$ cat src/rtl/xspi_scoreboard.sv
// rtl/xspi_scoreboard.sv - shadow-table scoreboard checking xSPI read completions against prior writes
module xspi_scoreboard #(
    parameter int DATA_W = 64,
    parameter int ADDR_W = 32,
    parameter int DEPTH  = 8,
    parameter int CNT_W  = 16
) (
    input  logic              clk,
    input  logic              rst_n,
    input  logic              done,
    input  logic              op_is_rd,
    input  logic [ADDR_W-1:0] op_addr,
    input  logic [DATA_W-1:0] wr_data,
    input  logic [DATA_W-1:0] rd_data,
    input  logic              ready,
    input  logic              clear,
    output logic              check_valid,
    output logic              check_pass,
    output logic [CNT_W-1:0]  wr_count,
    output logic [CNT_W-1:0]  rd_count,
    output logic [CNT_W-1:0]  pass_count,
    output logic [CNT_W-1:0]  fail_count,
    output logic [CNT_W-1:0]  miss_count,
    output logic [CNT_W-1:0]  ready_events,
    output logic              err,
    output logic [ADDR_W-1:0] last_fail_addr,
    output logic [DATA_W-1:0] last_exp,
    output logic [DATA_W-1:0] last_got
);

    localparam int IDX_W = (DEPTH > 1) ? $clog2(DEPTH) : 1;

    logic [DEPTH-1:0]  tbl_valid;
    logic [ADDR_W-1:0] tbl_addr [DEPTH];
    logic [DATA_W-1:0] tbl_data [DEPTH];
    logic [IDX_W-1:0]  evict_ptr;
    logic              ready_q;

    logic              hit;
    logic [IDX_W-1:0]  hit_idx;
    logic              free_found;
    logic [IDX_W-1:0]  free_idx;
    logic [IDX_W-1:0]  wr_idx;
    logic [DATA_W-1:0] hit_data;
    logic              do_wr;
    logic              do_rd;

    function automatic logic [CNT_W-1:0] sat_inc(input logic [CNT_W-1:0] v);
        return (&v) ? v : v + CNT_W'(1);
    endfunction

    // Lookup and allocation: descending scan so the lowest matching/free index wins
    always_comb begin
        hit        = 1'b0;
        hit_idx    = '0;
        free_found = 1'b0;
        free_idx   = '0;
        for (int i = DEPTH - 1; i >= 0; i--) begin
            if (tbl_valid[i] && tbl_addr[i] == op_addr) begin
                hit     = 1'b1;
                hit_idx = IDX_W'(i);
            end
            if (!tbl_valid[i]) begin
                free_found = 1'b1;
                free_idx   = IDX_W'(i);
            end
        end
        hit_data = tbl_data[hit_idx];
        wr_idx   = hit ? hit_idx : (free_found ? free_idx : evict_ptr);
        do_wr    = done && !op_is_rd && !clear;
        do_rd    = done && op_is_rd && !clear;
    end

    // Valid bits and eviction pointer; the pointer only moves when a miss hits a full table
    always_ff @(posedge clk or negedge rst_n) begin
        if (!rst_n) begin
            tbl_valid <= '0;
            evict_ptr <= '0;
        end else if (clear) begin
            tbl_valid <= '0;
            evict_ptr <= '0;
        end else if (do_wr) begin
            tbl_valid[wr_idx] <= 1'b1;
            if (!hit && !free_found) begin
                evict_ptr <= evict_ptr + IDX_W'(1);
            end
        end
    end

    // Table payload; contents are meaningless while the valid bit is low, so no reset
    always_ff @(posedge clk) begin
        if (do_wr) begin
            tbl_addr[wr_idx] <= op_addr;
            tbl_data[wr_idx] <= wr_data;
        end
    end

    // Counters, compare result, sticky error and failure context
    always_ff @(posedge clk or negedge rst_n) begin
        if (!rst_n) begin
            check_valid    <= 1'b0;
            check_pass     <= 1'b0;
            wr_count       <= '0;
            rd_count       <= '0;
            pass_count     <= '0;
            fail_count     <= '0;
            miss_count     <= '0;
            ready_events   <= '0;
            err            <= 1'b0;
            last_fail_addr <= '0;
            last_exp       <= '0;
            last_got       <= '0;
            ready_q        <= 1'b0;
        end else if (clear) begin
            check_valid    <= 1'b0;
            check_pass     <= 1'b0;
            wr_count       <= '0;
            rd_count       <= '0;
            pass_count     <= '0;
            fail_count     <= '0;
            miss_count     <= '0;
            ready_events   <= '0;
            err            <= 1'b0;
            last_fail_addr <= '0;
            last_exp       <= '0;
            last_got       <= '0;
            ready_q        <= ready;
        end else begin
            ready_q     <= ready;
            check_valid <= 1'b0;
            check_pass  <= 1'b0;
            if (ready && !ready_q) begin
                ready_events <= sat_inc(ready_events);
            end
            if (do_wr) begin
                wr_count <= sat_inc(wr_count);
            end
            if (do_rd) begin
                rd_count <= sat_inc(rd_count);
                if (!hit) begin
                    miss_count <= sat_inc(miss_count);
                end else if (rd_data == hit_data) begin
                    check_valid <= 1'b1;
                    check_pass  <= 1'b1;
                    pass_count  <= sat_inc(pass_count);
                end else begin
                    check_valid    <= 1'b1;
                    fail_count     <= sat_inc(fail_count);
                    err            <= 1'b1;
                    last_fail_addr <= op_addr;
                    last_exp       <= hit_data;
                    last_got       <= rd_data;
                end
            end
        end
    end

endmodule

$ cat config.mk
export PLATFORM = sky130hd
export DESIGN_NAME = xspi_scoreboard
export DESIGN_NICKNAME = d
export VERILOG_FILES = /design/src/rtl/xspi_scoreboard.sv
export SDC_FILE = /design/constraint.sdc
export NUM_CORES = 2
export LEC_CHECK = 0
export CORE_ASPECT_RATIO = 1.4
export CORE_MARGIN = 5
export CORE_UTILIZATION = 60
export DETAILED_ROUTE_END_ITERATION = 16
export HOLD_SLACK_MARGIN = 0.05
export PLACE_DENSITY = 0.9
export RECOVER_POWER = 25
export SYNTH_ARGS = -nofsm -noshare
export SYNTH_HDL_FRONTEND = slang
export SYNTH_SLANG_ARGS = --single-unit
$ cat constraint.sdc
create_clock -name clk -period 14.5 [get_ports clk]
set_input_delay 2.9 -clock clk [delete_from_list [all_inputs] [get_ports clk]]
set_output_delay 2.9 -clock clk [all_outputs]
set_load 0.02 [all_outputs]
==> run notes <==
run results: run status=finished with violations, violated checks=max-capacitance violations, max-slew violations, Max-Cap Viols=1, antenna violation net count after detailed routing=0, number of synthesized register bits=around 1000, area overhead of the layout relative to synthesis=19.33%, GPL Wtd Cong=0.9511, time the worst path needs with I/O delays and setup=between 10 and 15 ns, largest net degree at the start of global routing=83, total number of H-tree levels=3, number of cells in the yosys synthesis report=roughly 3000, fmax=approximately 82 MHz, violation tally from detailed-route iteration zero=between 3000 and 4000, count of instances resized after the clock tree is built=0, Reg clk slew, reported paths=approximately 0.070 ns, most common cell in the netlist=sky130_fd_sc_hd__edfxtp_1, maximum single-stage delay on the critical path=0.96 ns, Detailed Place HPWL=82680 um, worst reg2reg startpoint=tbl_addr[3][12], highest ir drop seen on vdd=about 0.12 mV, post-synthesis cell type count=roughly 74, Area contributors post-synth=sky130_fd_sc_hd__edfxtp_1, sky130_fd_sc_hd__dfrtp_1, sky130_fd_sc_hd__mux2i_1, vias in the first global route=29210, Crit-path slowest cell=sky130_fd_sc_hd__buf_4, fraction of synthesis flops using an asynchronous set or reset pin=26.08%, main flop type=sky130_fd_sc_hd__edfxtp_1, pin slew with the least headroom to its limit=about 4.3 ns, maximum number of buffers from clock root to sink=3, number of cells produced by synthesis=roughly 3000, Worst Reg2Reg Path Length in Cells=17, final routed DRC violation total=0, total via count after detailed routing=roughly 29000, OpenROAD warning count=27, chip area=a little under 80000 um^2, final hold violations=0, yosys warns=0, detailed-router iteration count before antenna repair=7, stages on the worst setup path=19, initial antenna violation count=32, crit path kind=in -> reg, total core area=slightly above 70000 um^2, number of buffers inserted for hold repair after clock tree synthesis=0, Synth Net Count=between 3000 and 4000, Worst setup startpoint=op_addr[12], yosys-reported design area after synthesis=between 40000 and 50000 um^2, clock tree from TritonCTS=done, Setup TNS Final=0 ns, worst setup path endpoint=last_exp[27], share of layout cells above drive strength 1=between 7 and 8%, x dimension of the die=between 200 and 250 um, clock buffers created by TritonCTS=approximately 95, type of the most critical hold path=reg -> reg, peak fanout along the critical path=82, final-report setup violation count=0, FF-to-FF End=last_exp[27], fraction of the yosys area taken by sequential cells=roughly two thirds, Worst Slack Setup Final=~2.3 ns, floorplan core density=approximately three fifths, GRT Resource Usage Total=a little under a third, Post-Place Setup Slack=2.038 ns, endpoint of the worst hold-timing path=last_exp[18], CP Data Required Time=between 15 and 20 ns, Remaining Overflow, GRT=0, cell accounting for the most synthesized area=sky130_fd_sc_hd__edfxtp_1, power density over the cells=117.4 nW/um^2, detail-routed via count per cell=about 6.6, number of top-level pins=about 430, IO Port Bufs=424, hold path start=last_exp[18], first-pass GRT wire length=approximately 190000 um, reg-to-reg setup timing slack=about 5.5 ns, final number of max-transition violations=about 62, leading post-synthesis cells by instance count=sky130_fd_sc_hd__edfxtp_1, sky130_fd_sc_hd__dfrtp_1, sky130_fd_sc_hd__mux2i_1, number of buffers and inverters on the critical path=4, leakage power of the design=about 19 nW, area share, top type=between 50% and 60%, Slew headroom=-188.9%, arrival time worst endpoint=12.70 ns, number of flops mapped to enable cells by yosys=768, number of post-CTS setup repair buffers=0, number of sinks driven by the clock tree=1039, final cycle utilization of the critical path=83.90%, clock root cell=sky130_fd_sc_hd__clkbuf_16, family with the most delay on the worst path=simple AND/OR/NAND/NOR gates, RSZ-0062 raised after global routing=false, crit-path cells=dlygate4sd3_1 > clkbuf_1 > xor2_1 > nor4_1 > nand4_1 > or3_1 > o21bai_4 > a22o_4 > buf_4 > mux2i_1 > a22o_1 > a22oi_1 > o21a_1 > nand4_1 > nor4_2 > nand3_1 > and2_4 > buf_4 > a22o_1, mean instance size in the synthesized netlist=roughly 15 um^2, kind of end point of the critical path=register, number of cells on the worst hold path=1, Critical Path Start Type=primary input, vertical die dimension=between 300 and 400 um, Final Net Count=~3600, Post-Syn Area=between 40000 and 50000 um^2
-- placed cells by master, fill, tap and decap left out, drive strengths merged, types with 10 or more instances in the layout --
cell | netlist | routed
or4 | 15 | 15
dfrtp | 271 | 271
diode | 0 | 31
a211oi | 16 | 16
inv | 46 | 50
or3 | 36 | 36
a21oi | 36 | 36
nor2b | 17 | 17
a22o | 201 | 201
a22oi | 37 | 37
a31oi | 10 | 10
o2bb2ai | 26 | 26
and3 | 36 | 36
clkinv | 0 | 30
clkdlybuf4s50 | 0 | 355
a221oi | 12 | 12
xor2 | 223 | 223
mux2i | 246 | 246
nand2b | 12 | 12
edfxtp | 768 | 768
o21ai | 54 | 54
nand3 | 59 | 59
o21a | 12 | 12
clkbuf | 50 | 132
dlygate4sd3 | 0 | 67
mux2 | 13 | 13
and2 | 15 | 15
bufinv | 0 | 11
nand2 | 105 | 105
nor4 | 91 | 91
xnor2 | 100 | 100
nor3 | 48 | 48
nor2 | 132 | 132
buf | 98 | 49
nand4 | 80 | 80
-- where the power goes --
group	total, mW	switching [mW]	internal [mW]	leakage (nW)
clock network	2.63	1.14	1.49	1.58
logic	0.266	0.180	0.0852	6.24
registers	3.22	0.00727	3.21	10.7
total	6.11	1.33	4.78	18.5
-- metal layers --
metal  track usage, %  part of all wire, %  vias to the layer above
met3            6.281                  9.2                      410
li1                 -                    -                    12280
met1            39.36                   35                    14590
met2            53.16                   50                     1937
met4            17.99                  6.4                       14
met5                0                 0.13                        -
-- final cells by class --
cell class / instances / area, um^2 / share of cell area (%)
multi-input combinational: 1733 / 12910 / 24.79
clock buffer: 128 / 2624 / 5.038
inverter: 46 / 172.7 / 0.3315
antenna: 31 / 77.57 / 0.1490
clock inverter: 52 / 651.9 / 1.252
tap: 952 / 1191 / 2.287
sequential: 1039 / 29840 / 57.30
timing repair buffer: 475 / 4607 / 8.846
-- kinds of logic (layout without fill, tap and decap cells) --
kind of cell | Yosys count | count (layout) | synth area share (%)
simple gates | 685 | 685 | 8.463
fa+ha+maj | 7 | 7 | 0.2007
mux | 259 | 259 | 5.977
xor+xnor | 323 | 323 | 6.482
buf+inv | 194 | 701 | 2.291
other cells | 0 | 31 | 0
compound gates | 459 | 459 | 8.205
flops | 1039 | 1039 | 68.38
-- per-stage QoR --
step | hold slack, ns | power (mW) | area [um^2] | instances | utilization [%]
3_3_place_gp | 0.4731 | 3.539 | 48740 | 4245 | 67.26
2_1_floorplan | 0.5053 | 3.391 | 43640 | 2966 | -
4_1_cts | 0.5017 | 6.126 | 52020 | 4425 | 71.78
6_report | 0.4980 | 6.114 | 52080 | 4456 | 71.87
5_1_grt | 0.5129 | 6.265 | 52040 | 4439 | 71.81
3_5_place_dp | 0.4790 | 3.545 | 48740 | 4245 | 67.26
-- flip-flops by register name, summed over array words and instances (netlist names), 3 cells and up --
register and count:
tbl_data 512, tbl_addr 256, ready_events 16, last_exp 64, evict_ptr 3, pass_count 16, rd_count 16, last_fail_addr 32
fail_count 16, tbl_valid 8, last_got 64, wr_count 16, miss_count 16
**Placement view**

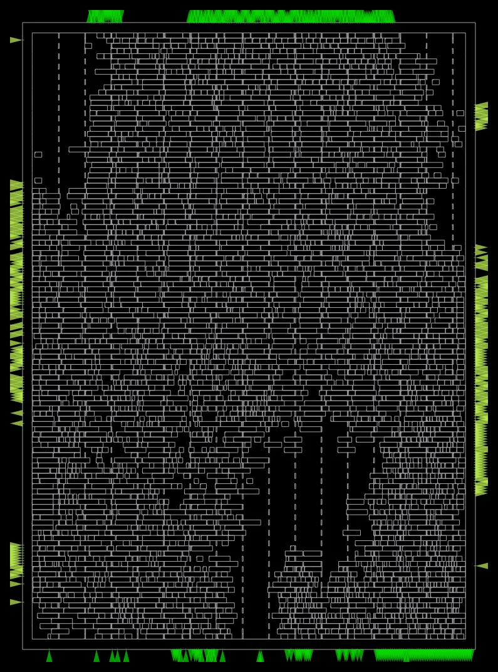
end-of-flow core utilization: 71.87%
Fill cells: 4420
Flops: 1039
number of core rows: 117
fraction of standard cell area that is sequential: 57.30%

**A small window of the routed layout**

Scale bar: 10 um. Window x 106 to 131, y 86 to 111 um. Cells in gray, sequential cells in the stronger gray; small squares are vias.
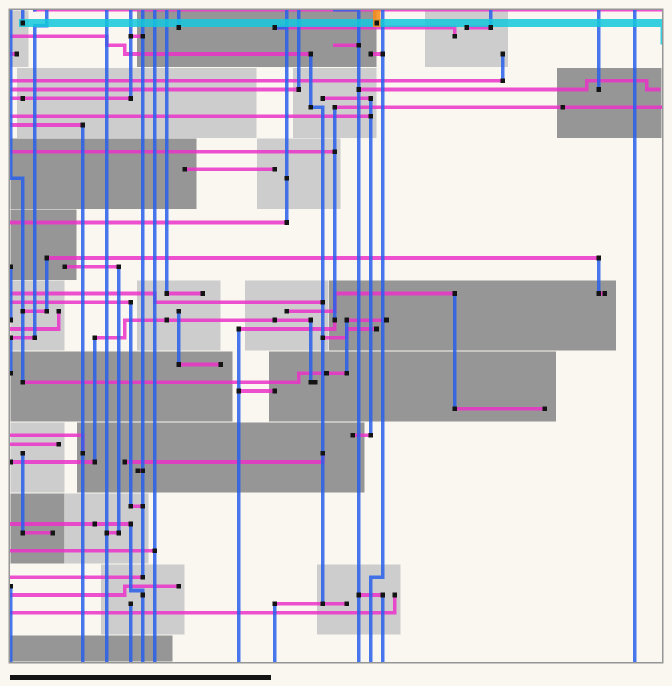
cyan -> M3
orange -> M4
magenta -> M1
blue -> M2
netlist names of flops here include = tbl_addr (5), tbl_valid (1)
most frequent = xor2_1 (6), edfxtp_1 (5), xnor2_1 (4)
cells with their middle in the window = 18
sequential cells in the window = 6

**Routed clock nets over the placement**

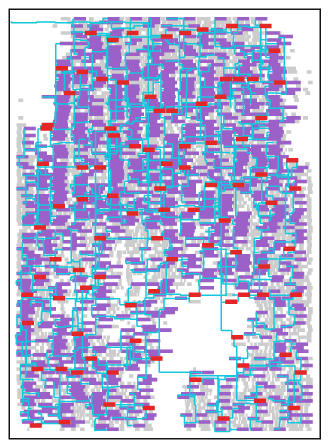
purple -> flip-flops  # count 1039
cyan -> clock wires  # length 11500 um
red -> clock-net drivers  # count 95
routed clock nets = 96
final clock skew: 0.05166 ns
later-pin clock latency in the skew report: 0.68 ns
clock network power: 2.63 mW
clock power share: 43.0%

**Routed metal per tile**

The die is cut into 24 by 33 equal tiles; black is low, pale yellow is high, scaled to the fullest tile. Values are wire area over tile area, all layers added.
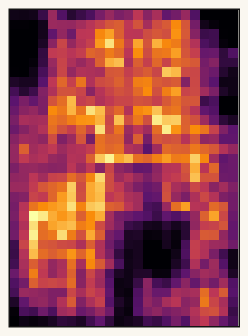
mean over tiles = 0.28
fullest tile = 0.66
nearly empty tiles = 5.6%
average routed wire per standard cell: 28.79 um
Total Wirelength: 128300 um

No activity file was given, so power comes from the tool's default toggle rates.
